**Run 1: wires at chosen ports, followed through buffers**

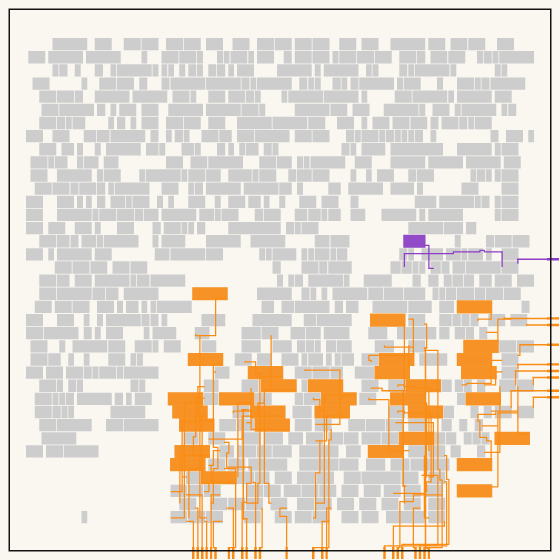
**Run 1: cell outlines without signal wires**

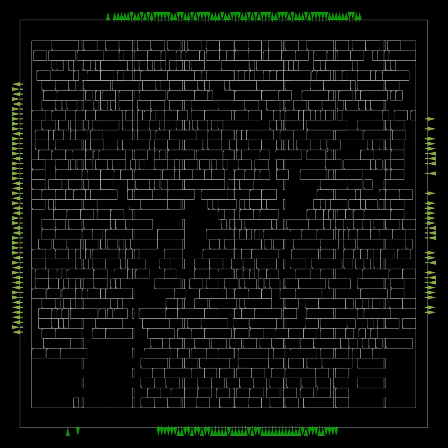
**Run 1: where the registers sit**

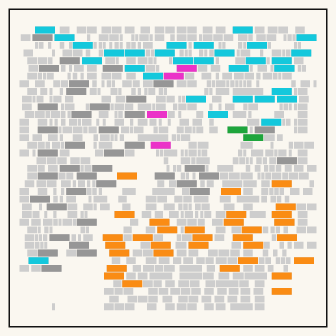
<file path="src/rtl/load_store_unit.sv">
// rtl/load_store_unit.sv - memory stage: byte-lane steering, extension, misalignment, stall
`timescale 1ns/1ps
module load_store_unit #(
  parameter int DATA_W = 32,
  parameter int ADDR_W = 32
) (
  input  logic              clk,
  input  logic              reset,
  input  logic              req_valid,
  output logic              req_ready,
  input  logic              req_we,
  input  logic [1:0]        req_size,
  input  logic              req_unsigned,
  input  logic [ADDR_W-1:0] req_addr,
  input  logic [DATA_W-1:0] req_wdata,
  output logic              mem_valid,
  input  logic              mem_ready,
  output logic              mem_we,
  output logic [ADDR_W-1:0] mem_addr,
  output logic [3:0]        mem_be,
  output logic [DATA_W-1:0] mem_wdata,
  input  logic              mem_rvalid,
  input  logic [DATA_W-1:0] mem_rdata,
  output logic              resp_valid,
  output logic [DATA_W-1:0] resp_rdata,
  output logic              misaligned,
  output logic              stall
);

  typedef enum logic [1:0] {IDLE, REQ, WAIT, RESP} state_e;

  state_e              state_q, state_d;
  logic                mem_we_q, mem_we_d;
  logic [ADDR_W-1:0]   mem_addr_q, mem_addr_d;
  logic [3:0]          mem_be_q, mem_be_d;
  logic [DATA_W-1:0]   mem_wdata_q, mem_wdata_d;
  logic [1:0]          size_q, size_d;
  logic                uns_q, uns_d;
  logic [1:0]          off_q, off_d;
  logic [DATA_W-1:0]   resp_rdata_q, resp_rdata_d;
  logic                misaligned_q, misaligned_d;

  logic [1:0]          req_off;
  logic                req_illegal;
  logic [3:0]          req_be;
  logic [DATA_W-1:0]   req_lane_data;
  logic [DATA_W-1:0]   rd_shifted;
  logic [DATA_W-1:0]   ld_data;

  // Decode the incoming request: legality, byte enables and replicated store data.
  always_comb begin
    req_off       = req_addr[1:0];
    req_illegal   = (req_size == 2'b11) ||
                    (req_size == 2'b01 && req_off[0]) ||
                    (req_size == 2'b10 && req_off != 2'b00);
    req_be        = 4'hF;
    req_lane_data = req_wdata;
    case (req_size)
      2'b00: begin
        req_be        = 4'b0001 << req_off;
        req_lane_data = {4{req_wdata[7:0]}};
      end
      2'b01: begin
        req_be        = 4'b0011 << req_off;
        req_lane_data = {2{req_wdata[15:0]}};
      end
      default: begin
        req_be        = 4'hF;
        req_lane_data = req_wdata;
      end
    endcase
  end

  // Align the returned word to the accessed byte and extend to full width.
  always_comb begin
    rd_shifted = mem_rdata >> {off_q, 3'b000};
    case (size_q)
      2'b00:   ld_data = {{(DATA_W-8){~uns_q & rd_shifted[7]}}, rd_shifted[7:0]};
      2'b01:   ld_data = {{(DATA_W-16){~uns_q & rd_shifted[15]}}, rd_shifted[15:0]};
      default: ld_data = rd_shifted;
    endcase
  end

  // Next-state logic; memory-side fields are only updated on accept so they stay stable in REQ.
  always_comb begin
    state_d      = state_q;
    mem_we_d     = mem_we_q;
    mem_addr_d   = mem_addr_q;
    mem_be_d     = mem_be_q;
    mem_wdata_d  = mem_wdata_q;
    size_d       = size_q;
    uns_d        = uns_q;
    off_d        = off_q;
    resp_rdata_d = resp_rdata_q;
    misaligned_d = misaligned_q;
    case (state_q)
      IDLE: begin
        if (req_valid) begin
          if (req_illegal) begin
            misaligned_d = 1'b1;
            resp_rdata_d = '0;
            state_d      = RESP;
          end else begin
            mem_we_d    = req_we;
            mem_addr_d  = {req_addr[ADDR_W-1:2], 2'b00};
            mem_be_d    = req_be;
            mem_wdata_d = req_lane_data;
            size_d      = req_size;
            uns_d       = req_unsigned;
            off_d       = req_off;
            state_d     = REQ;
          end
        end
      end
      REQ: begin
        // A read return coincident with the handshake is not legal and is dropped.
        if (mem_ready) begin
          if (mem_we_q) begin
            misaligned_d = 1'b0;
            state_d      = RESP;
          end else begin
            state_d = WAIT;
          end
        end
      end
      WAIT: begin
        if (mem_rvalid) begin
          resp_rdata_d = ld_data;
          misaligned_d = 1'b0;
          state_d      = RESP;
        end
      end
      default: state_d = IDLE;
    endcase
  end

  // State and datapath registers with synchronous reset.
  always_ff @(posedge clk) begin
    if (reset) begin
      state_q      <= IDLE;
      mem_we_q     <= 1'b0;
      mem_addr_q   <= '0;
      mem_be_q     <= 4'h0;
      mem_wdata_q  <= '0;
      size_q       <= 2'b00;
      uns_q        <= 1'b0;
      off_q        <= 2'b00;
      resp_rdata_q <= '0;
      misaligned_q <= 1'b0;
    end else begin
      state_q      <= state_d;
      mem_we_q     <= mem_we_d;
      mem_addr_q   <= mem_addr_d;
      mem_be_q     <= mem_be_d;
      mem_wdata_q  <= mem_wdata_d;
      size_q       <= size_d;
      uns_q        <= uns_d;
      off_q        <= off_d;
      resp_rdata_q <= resp_rdata_d;
      misaligned_q <= misaligned_d;
    end
  end

  assign req_ready  = (state_q == IDLE);
  assign mem_valid  = (state_q == REQ);
  assign resp_valid = (state_q == RESP);
  assign stall      = (state_q == REQ) || (state_q == WAIT) || (state_q == IDLE && req_valid);
  assign mem_we     = mem_we_q;
  assign mem_addr   = mem_addr_q;
  assign mem_be     = mem_be_q;
  assign mem_wdata  = mem_wdata_q;
  assign resp_rdata = resp_rdata_q;
  assign misaligned = misaligned_q;

endmodule

</file>
<file path="config.mk">
export PLATFORM = sky130hd
export DESIGN_NAME = load_store_unit
export DESIGN_NICKNAME = d
export VERILOG_FILES = /design/src/rtl/load_store_unit.sv
export SDC_FILE = /design/constraint.sdc
export NUM_CORES = 1
export LEC_CHECK = 0
export CAP_MARGIN = 20
export CORE_MARGIN = 3
export CORE_UTILIZATION = 43
export DETAILED_ROUTE_END_ITERATION = 10
export GPL_ROUTABILITY_DRIVEN = 0
export PLACE_DENSITY = 0.82
export SKIP_LAST_GASP = 1
export SYNTH_ARGS = -nofsm -noshare
export SYNTH_HDL_FRONTEND = slang
export SYNTH_SLANG_ARGS = --single-unit
export TNS_END_PERCENT = 5
</file>
<file path="constraint.sdc">
create_clock -name clk -period 3.2 [get_ports clk]
set_input_delay 0.48 -clock clk [delete_from_list [all_inputs] [get_ports clk]]
set_output_delay 0.48 -clock clk [all_outputs]
set_load 0.01 [all_outputs]
</file>
==> results.toml, run 1 <==
# yosys + openroad results
[cells_and_area]
signal_buffers = 216
antenna_cells = 0
final_cell_area_um2 = 7110
logic_area_um2 = 2410
clkbuf_count = 10
comb_area_share_pct = 34.0
lay_top_cells = "clkdlybuf4s50_1, nand2_1, dfxtp_1, a21oi_1, nor2_1"
final-clk-cell-share_pct = 2.99
largest_class = "combinational gates"
buf_share_pct = 30.2
seqCellArea_um2 = 2140
layout-drive-gt1-share_pct = 7.76
syn2layout_area_growth_pct = 47.8
logic_gates = 378
fin_nets = 827
n_fill_cell = 827
nonClockInverterCount = 6

[min_path]
hold_start = "mem_addr[5]$_SDFFE_PP0P_"
hp-class = "reg2reg"
hold_path_end = "mem_addr[5]$_SDFFE_PP0P_"
holdPathStages = 2

[timing]
finalSetupViolCount = 0
slew_headroom_pct = 33.2
fin_crit_ps = 2880
finClkSkew_ps = 11.0
setup_tns_ps = 0
fmax_mhz = 347
drv_slew = 0
grt_setup_unrepaired = "no"
hold_viol_final = 0
worst_pin_slew_ps = 1000

[route]
drc = 0
wirelength_mm = 15.2
via_per_inst = 5.59
wire_per_inst_um = 17.7
dr_total_vias = 4792
drt_iter0_markers = 289
drtAntennaViolNets = 0
dr.pass1.iters = 5

[floorplan]
rows = 37
die-area_um2 = 12500
fp_util_pct = 45.4
die-height_um = 112
io_pins = 211
die_x_um = 112

[yosys]
xor_share_pct = 0
synthDistinctLibCells = 48
ys_sh_simple_pct = 15.5
top_cell_area_share_pct = 44.5
yosys-stat-cells = 538
syn_avg_cell_area_um2 = 8.94
flop_cell = "dfxtp_1"
top_cells_by_area = "dfxtp_1, nand2_1, a21oi_1"
synth_area_um2 = 4810
ys_area_um2 = 4810
ys_seq_share_pct = 44.5
synth-seq-cells = 107
ys_sh_aoi_pct = 22.0
fa_ha_area_share_pct = 1.04
logic_family = "AND-OR/OR-AND gates"
yosysTopAreaCell = "dfxtp_1"
async_flop_share_pct = 0
synthCells = 538
yosys_warnings = 0

[cts]
h-tree-depth = 3
path_clk_slew_ps = 100
cts_resized = 0
cts_root_buf = "clkbuf_8"
cts_tree = "built"
cts-buffers-inserted = 9
post_cts_buffers = 0
insertion_delay_ps = 350
clock_sinks = 107
cts.path.max_buffers = 2

[worst_setup_path]
arrival_ps = 3180
timing_worst_setup_path_type = "reg2reg"
start_kind = "register"
worst_ep_required_time_ps = 3500
endpoint = "resp_rdata[24]$_SDFFE_PP0P_"
r2r_cells = 6
path_delay_family = "simple AND/OR/NAND/NOR gates"
path_max_fanout = 13
reg2reg_slack_ps = 320
cp_num_buf_inv = 1
cpMaxStageDelayCell = "nor3_1"
crit_chain = "inv_1, ha_1, and3b_1, o2111ai_1, nor3_1, a221o_1"
cpPeakStageDelay_ps = 970
critPathLaunch = "state_q[0]$_SDFFE_PP0P_"
rr_endpoint = "resp_rdata[24]$_SDFFE_PP0P_"
endpoint_kind = "register"
crit_cells = 6

[global_route]
grt_max_degree = 92
grtUsageMet3_pct = 6.36
grtUsageMet1_pct = 25.7
grt_pass1_vias = 4816
grt.overflow.total = 0
grt_util_met2_pct = 42.0
busiest_layer = "met2"
grt_antenna_before_repair = 0
grt_pass1_wl_mm = 24.0
grt_use_total_pct = 23.3

[power]
powerDensity_nw_per_um2 = 541
leakage_nw = 2.47
ir_drop_mv = 0.431

[place]
dp_hpwl_mm = 11.4
placed_cell_area_um2 = 6890
portBuffers = 208

[status]
status = "finished clean"

[job]
maxCapViolCount = 0
warnings = 29
## Picture notes: 'wires at chosen ports, followed through buffers'
color	port	bits	direction	end cells	buffers	wire
purple	resp_valid	1	output	1	1	40.8 um
orange	resp_rdata	32	output	32	32	1280 um

## Picture notes: 'cell outlines without signal wires'
Core Region: 10600 um^2
num sequential: 107
flop share of the area: 30.1%
final core occ: 67.1%

## Picture notes: 'where the registers sit'
color	name in the netlist	placed flops
cyan	mem_addr	30
orange	resp_rdata	32
magenta	mem_be	4
green	state_q	2

[run 1: cells in the mapped netlist, drive strengths merged (2+ instances only)]
library cell,count
a311oi,10
nor3,3
nand4,8
buf,19
nor2,27
ha,4
clkbuf,29
dfxtp,107
a221o,16
mux4,8
o2bb2ai,8
or3,3
a221oi,8
inv,5
nand2,117
a21oi,66
o211ai,8
o21ai,19
mux2i,17
a21o,2
nand2b,5
a31oi,2
mux2,18
a211oi,10
o21a,2
nor4b,3
[run 1: per-stage QoR]
stage	total power [mW]	cells	setup WS, ps	util, %	hold slack [ps]
final	3.85	858	316	67.1	459
after global routing	4.07	858	187	67.1	488
after CTS	3.87	857	256	67.0	462
after detailed placement	2.98	842	72.9	65.0	448
after global placement	2.94	842	274	65.0	441
after floorplan	2.39	539	1070	-	465
[run 1: sequential cells by signal, summed over array words and instances, names as in the netlist]
register / count
mem_addr: 30
mem_be: 4
mem_wdata: 32
mem_we: 1
misaligned: 1
off_q: 2
resp_rdata: 32
size_q: 2
state_q: 2
uns_q: 1
[run 1: power breakdown]
| group | switching, mW | total, mW | internal [mW] | leakage [nW] |
|---|---|---|---|---|
| logic | 0.714 | 1.38 | 0.662 | 1.49 |
| registers | 0.0998 | 1.58 | 1.48 | 0.870 |
| clock network | 0.447 | 0.890 | 0.443 | 0.103 |
[run 1: cell families after synthesis]
kind of cell,Yosys count
AOI/OAI and AO/OA,156
muxes,43
buffers and inverters,54
and+or+nand+nor,173
adders and majority gates,4
other,1
DFF,107
[run 1: layer usage]
metal | part of all wire [%] | vias up
met5 | 0 | -
met4 | 3.4 | 0
met3 | 7.8 | 38
met2 | 52 | 222
met1 | 37 | 2243
li1 | - | 2289
**Run 1: routed metal per tile**

22 x 22 tiles, from black (low) to pale yellow (high), scaled to the fullest tile. Values are wire area over tile area, all layers added.
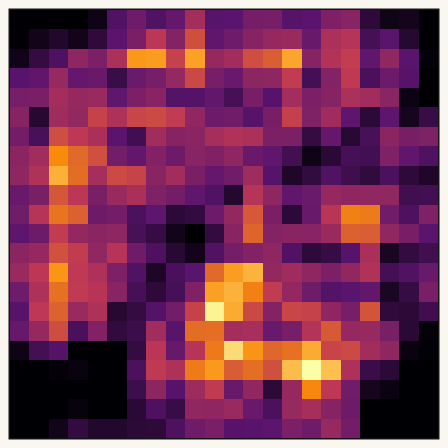

==> run 2: changes to the inputs <==
--- a/config.mk
+++ b/config.mk
@@ -7,10 +7,10 @@
 export LEC_CHECK = 0
 export CAP_MARGIN = 20
 export CORE_MARGIN = 3
-export CORE_UTILIZATION = 43
+export CORE_UTILIZATION = 42
 export DETAILED_ROUTE_END_ITERATION = 10
 export GPL_ROUTABILITY_DRIVEN = 0
-export PLACE_DENSITY = 0.82
+export PLACE_DENSITY = 0.8
 export SKIP_LAST_GASP = 1
 export SYNTH_ARGS = -nofsm -noshare
 export SYNTH_HDL_FRONTEND = slang
==> constraint.sdc (replaced) <==
create_clock -name clk -period 2.85 [get_ports clk]
set_input_delay 0.4275 -clock clk [delete_from_list [all_inputs] [get_ports clk]]
set_output_delay 0.4275 -clock clk [all_outputs]
set_load 0.01 [all_outputs]
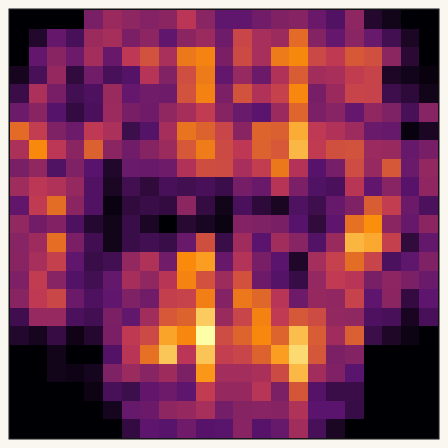
**Above:** run 2 (routed metal per tile).
23 x 23 tiles, from black (low) to pale yellow (high), scaled to the fullest tile. Values are wire area over tile area, all layers added.
densest ninth of the die	south
fullest tile	0.56
emptiest ninth of the die	south-west
tiles over half the peak	22%
mean over tiles	0.19

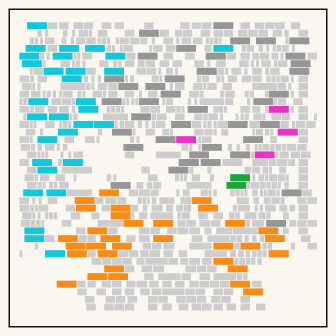
**Above:** run 2 (where the registers sit).
color	name in the netlist	placed flops
magenta	mem_be	4
green	state_q	2
cyan	mem_addr	30
orange	resp_rdata	32
not colored	39

==> results.toml, run 2 <==
# yosys + openroad results
[status]
status = "finished clean"

[cts]
post_cts_buffers = 0
path_clk_slew_ps = 60
cts_root_buf = "clkbuf_16"
cts-buffers-inserted = 9
cts_resized = 0
insertion_delay_ps = 340
postCtsHoldBufs = 0
cts_tree = "built"
cts.path.max_buffers = 2
clock_sinks = 107
h-tree-depth = 3

[worst_setup_path]
path_max_fanout = 13
worst_ep_required_time_ps = 3130
cpPeakStageDelay_ps = 900
crit_chain = "inv_1, ha_1, and3b_1, o2111ai_1, nor3_1, a221o_1"
path_delay_family = "simple AND/OR/NAND/NOR gates"
start_kind = "register"
cp_num_buf_inv = 1
timing_worst_setup_path_type = "reg2reg"
endpoint_kind = "register"
cpMaxStageDelayCell = "nor3_1"
arrival_ps = 2830
reg2reg_slack_ps = 290

[cells_and_area]
fin_cells = 868
syn2layout_area_growth_pct = 50.2
antenna_cells = 0
lay_top_cells = "clkdlybuf4s50_1, nand2_1, dfxtp_1, a21oi_1, nor2_1"
n_fill_cell = 916
final_cell_area_um2 = 7230
final_common_cell = "clkdlybuf4s50_1"
logic_area_um2 = 2410
fin_util_pct = 65.5
layout-drive-gt1-share_pct = 8.38
fin_nets = 832
seqCellArea_um2 = 2140

[yosys]
top_cell_area_share_pct = 44.5
async_flop_share_pct = 0
ys_area_um2 = 4810
fa_ha_area_share_pct = 1.04
logic_family = "AND-OR/OR-AND gates"
ys_sh_aoi_pct = 22.0
edf_count = 0
xor_share_pct = 0
synth_area_um2 = 4810
ys_sh_simple_pct = 15.5
ys_top_cells_by_count = "nand2_1, dfxtp_1, a21oi_1"
ys_seq_share_pct = 44.5
syn_avg_cell_area_um2 = 8.94
flop_cell = "dfxtp_1"
muxShareOfSynthArea_pct = 11.5
synth-seq-cells = 107
synthDistinctLibCells = 48
yosys-stat-cells = 538
top_cells_by_area = "dfxtp_1, nand2_1, a21oi_1"
synth.most_common_cell = "nand2_1"
synthCells = 538
yosysTopAreaCell = "dfxtp_1"
yosys_warnings = 0

[place]
portBuffers = 208
placed_cell_area_um2 = 6930
dpl.cell_count = 851
place_worst_setup_slack_ps = 124
dp_hpwl_mm = 11.1

[power]
p_total_mw = 4.55
powerDensity_nw_per_um2 = 630
ir_drop_mv = 0.449
leakage_nw = 2.53

[floorplan]
die-height_um = 113
rows = 38
core_um2 = 11000
fp_util_pct = 43.6
io_pins = 211
die-area_um2 = 12800
die_x_um = 113

[route]
drt_iter0_markers = 420
wirelength_mm = 15.1
via_per_inst = 5.46
dr_total_vias = 4743
drc = 0
dr.pass1.iters = 5
drtAntennaViolNets = 0
wire_per_inst_um = 17.4

[timing]
fin_crit_ps = 2560
drv_slew = 0
grt_setup_unrepaired = "no"
finClkSkew_ps = 8.36
slew_headroom_pct = 30.7
worst_pin_slew_ps = 1030
fin_hold_ws_ps = 456
finalWorstSetupSlack_ps = 295
finalSetupViolCount = 0
period_used_pct = 89.7
fmax_mhz = 391
setup_tns_ps = 0
hold_viol_final = 0

[global_route]
grt_antenna_before_repair = 0
grt_pass1_wl_mm = 23.3
grt_use_total_pct = 22.6
grt_pass1_vias = 4542
grt_max_degree = 86
grt.overflow.total = 0

[min_path]
hp-class = "reg2reg"

[job]
warnings = 29
maxCapViolCount = 0
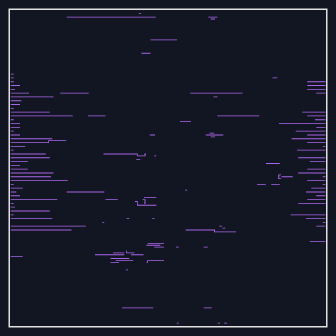
**Above:** run 2 (the metal 3 layer).
main direction	horizontal
longest straight run	31.5 um
wire length on this layer	791 um
share of all routed wire	5.2%

==> run 2: routing by layer <==
metal	GRT usage (%)	wire (um)	part of all wire, %
met5	0	0	0
met4	9.38	430	2.8
met3	5.35	791	5.2
met2	38.1	7570	50
met1	27.7	6320	42
==> run 2: logic make-up after synthesis <==
family | Yosys count
and+or+nand+nor | 173
AOI/OAI and AO/OA | 156
buffers and inverters | 54
DFF | 107
other | 1
muxes | 43
adders and majority gates | 4
==> run 2: worst reg2reg max path, delay by kind of cell, from the launching register on <==
kind / cells / cell delay [ps]
buffers and inverters: 1 / 90
AND-OR/OR-AND: 2 / 520
AND/OR/NAND/NOR: 2 / 1140
flip-flops: 1 / 340
adder cells (fa/ha/maj): 1 / 410
==> run 2: path summary, 6_finish.rpt <==
check / startpoint / to / cells past startpoint
hold reg to reg: mem_addr[15]$_SDFFE_PP0P_ / mem_addr[15]$_SDFFE_PP0P_ / 2
setup reg to reg: state_q[0]$_SDFFE_PP0P_ / resp_rdata[30]$_SDFFE_PP0P_ / 6
hold / removal: mem_addr[15]$_SDFFE_PP0P_ / mem_addr[15]$_SDFFE_PP0P_ / 2
setup / recovery: state_q[0]$_SDFFE_PP0P_ / resp_rdata[30]$_SDFFE_PP0P_ / 6
==> run 2: area by class of cell <==
| type | count | area share (%) |
|---|---|---|
| Multi-Input combinational cell | 378 | 33.4 |
| Timing Repair Buffer | 221 | 30.3 |
| Clock buffer | 11 | 3.22 |
| Clock inverter | 5 | 0.744 |
| Inverter | 6 | 0.312 |
| Sequential cell | 107 | 29.6 |
| Tap cell | 140 | 2.42 |
==> run 2: power breakdown <==
group,internal (mW),leakage [nW],total (mW),switching [mW]
sequential,1.67,0.870,1.77,0.107
combinational,0.762,1.52,1.57,0.808
clock,0.679,0.143,1.21,0.530
total,3.11,2.53,4.55,1.44
**Run 2: wires at chosen ports, followed through buffers**

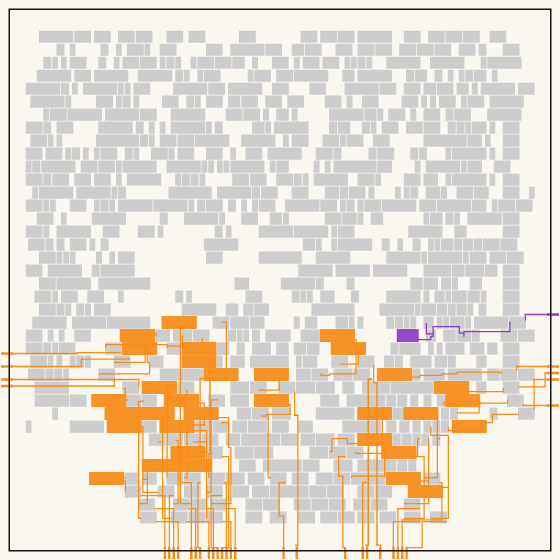

==> run 3: changes to the inputs <==
--- a/config.mk
+++ b/config.mk
@@ -6,6 +6,7 @@
 export NUM_CORES = 1
 export LEC_CHECK = 0
 export CAP_MARGIN = 20
+export CORE_ASPECT_RATIO = 1.75
 export CORE_MARGIN = 3
 export CORE_UTILIZATION = 42
 export DETAILED_ROUTE_END_ITERATION = 10
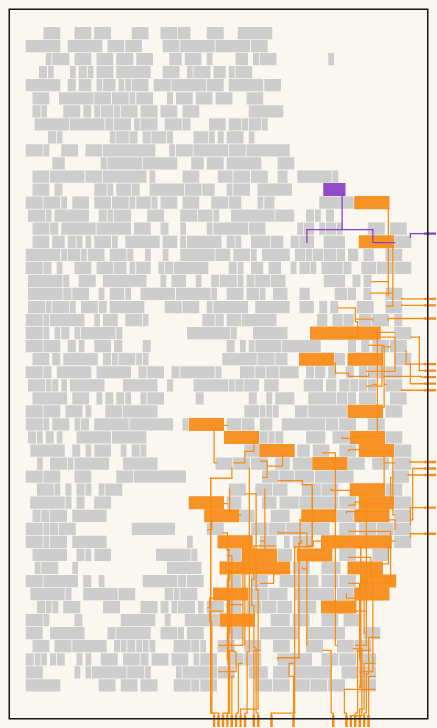
**Above:** run 3 (wires at chosen ports, followed through buffers).
color	port	bits	direction	end cells	buffers	wire
purple	resp_valid	1	output	1	1	35.7 um
orange	resp_rdata	32	output	32	32	1330 um

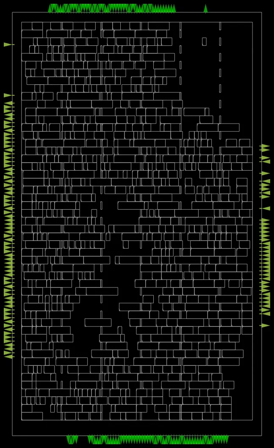
**Above:** run 3 (cell outlines without signal wires).
# rows: 51
Core Region: 11200 um^2
fin cells: 858
Fillers: 893
flop share of the area: 29.6%

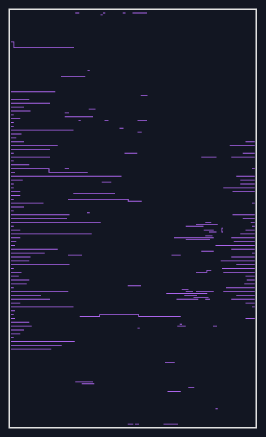
**Above:** run 3 (the metal 3 layer).
share of all routed wire	6.9%
longest straight run	38.9 um

==> results.toml, run 3 <==
# yosys + openroad results
[route]
dr_total_vias = 4804
via_per_inst = 5.60
dr.pass1.iters = 5
drc = 0
wire_per_inst_um = 18.3
drtAntennaViolNets = 0
drt_iter0_markers = 229
wirelength_mm = 15.7

[floorplan]
die_x_um = 86.9
fp_util_pct = 43.1
io_pins = 211
die-area_um2 = 12800
die-height_um = 148

[cts]
postCtsHoldBufs = 0
cts_resized = 0
clock_sinks = 107
post_cts_buffers = 0
path_clk_slew_ps = 70
cts_tree = "built"
cts_root_buf = "clkbuf_16"
h-tree-depth = 3
cts-buffers-inserted = 9
cts.path.max_buffers = 2
insertion_delay_ps = 350

[worst_setup_path]
path_max_fanout = 10
crit_chain = "inv_1, ha_1, nand2_1, nand2b_1, clkdlybuf4s50_1"
path_delay_family = "buffers and inverters"
cpPeakStageDelay_ps = 540
start_kind = "register"
worst_ep_required_time_ps = 2420
endpoint_kind = "output port"
cp_num_buf_inv = 2
critPathLaunch = "state_q[0]$_SDFFE_PP0P_"
reg2reg_from = "state_q[0]$_SDFFE_PP0P_"
reg2reg_slack_ps = 470
timing_worst_setup_path_type = "reg2out"
cpMaxStageDelayCell = "clkdlybuf4s50_1"
arrival_ps = 2020

[yosys]
synth.most_common_cell = "nand2_1"
top_cell_area_share_pct = 44.5
top_cells_by_area = "dfxtp_1, nand2_1, a21oi_1"
synthDistinctLibCells = 48
edf_count = 0
synth_area_um2 = 4810
ys_area_um2 = 4810
yosysTopAreaCell = "dfxtp_1"
syn_avg_cell_area_um2 = 8.94
yosys-stat-cells = 538
ys_seq_share_pct = 44.5
ys_top_cells_by_count = "nand2_1, dfxtp_1, a21oi_1"
yosys_warnings = 0
async_flop_share_pct = 0
synth-seq-cells = 107
synthCells = 538
flop_cell = "dfxtp_1"

[timing]
drv_slew = 0
worst_pin_slew_ps = 979
finalSetupViolCount = 0
hold_viol_final = 0
slew_headroom_pct = 34.6
fin_hold_ws_ps = 454
finClkSkew_ps = 8.06
finalWorstSetupSlack_ps = 407
fmax_mhz = 409
grt_setup_unrepaired = "no"
setup_tns_ps = 0
fin_crit_ps = 2440
period_used_pct = 85.7

[global_route]
grt_use_total_pct = 24.1
grt_antenna_before_repair = 0
grt_pass1_wl_mm = 24.4
grt_max_degree = 92
grt.overflow.total = 0
grt_pass1_vias = 4851

[power]
p_total_mw = 4.70
power_frac_comb_pct = 33.3
power_frac_seq_pct = 37.8
leakage_nw = 2.54
p_int_mw = 3.21
netSwitchingFraction_pct = 31.8
p_switching_mw = 1.49
ir_drop_mv = 0.459
powerDensity_nw_per_um2 = 649
p_clk_share_pct = 28.9

[place]
place_worst_setup_slack_ps = 177
portBuffers = 208
dpl.cell_count = 841
placed_cell_area_um2 = 6910
dp_hpwl_mm = 11.6

[status]
status = "finished clean"

[cells_and_area]
layout-drive-gt1-share_pct = 8.26
syn2layout_area_growth_pct = 50.5
final_common_cell = "clkdlybuf4s50_1"
antenna_cells = 0
fin_util_pct = 64.8
final_cell_area_um2 = 7240
fin_nets = 830
lay_top_cells = "clkdlybuf4s50_1, nand2_1, dfxtp_1, a21oi_1, nor2_1"

[min_path]
hold_start = "mem_wdata[6]$_SDFFE_PP0P_"
hp-class = "reg2reg"

[job]
warnings = 29
maxCapViolCount = 0
run 3: cell counts after synthesis:
No cell type changed its count.
run 3: kinds of logic after synthesis:
kind of cell    share of synthesized area (%)
simple gates                             15.5
flops                                    44.5
buf+inv                                  5.41
compound gates                           22.0
other cells                            0.0779
mux                                      11.5
fa+ha+maj                                1.04
run 3: worst register-to-register path, stage by stage, from the launching register on:
cell and delay, ps:
dfxtp_1 350, inv_1 90, ha_1 400, and3b_1 240, o2111ai_1 210, nor3_1 770
a221o_1 270
run 3: worst paths after layout:
path                            depth (start not counted)                     endpoint
worst min-delay path                                    2    mem_wdata[6]$_SDFFE_PP0P_
worst max-delay path                                    5                        stall
worst min register to register                          2    mem_wdata[6]$_SDFFE_PP0P_
worst max register to register                          6  resp_rdata[31]$_SDFFE_PP0P_
run 3: per-layer routing:
layer	track usage [%]	vias to the layer above	share of wire, %
li1	-	2300	-
met1	24.8	2274	35
met2	43.8	192	54
met3	6.25	38	6.9
met4	11.5	0	4.0
met5	0	-	0
run 3: area by class of cell:
class	instances	area (um^2)	share of cell area, %
Timing Repair Buffer	219	2170	30.0
Tap cell	132	165	2.28
Multi-Input combinational cell	378	2410	33.4
Clock inverter	6	95.1	1.31
Sequential cell	107	2140	29.6
Clock buffer	10	229	3.16
Inverter	6	22.5	0.311
run 3: power by group through the flow:
stage / Combinational [mW] / Clock, mW / Sequential [mW]
global route: 1.70 / 1.45 / 1.80
detailed placement: 1.56 / 0 / 1.81
global placement: 1.52 / 0 / 1.80
floorplan: 0.831 / 0 / 1.86
finish: 1.57 / 1.36 / 1.77
CTS: 1.57 / 1.39 / 1.78
No activity file was given, so power comes from the tool's default toggle rates.
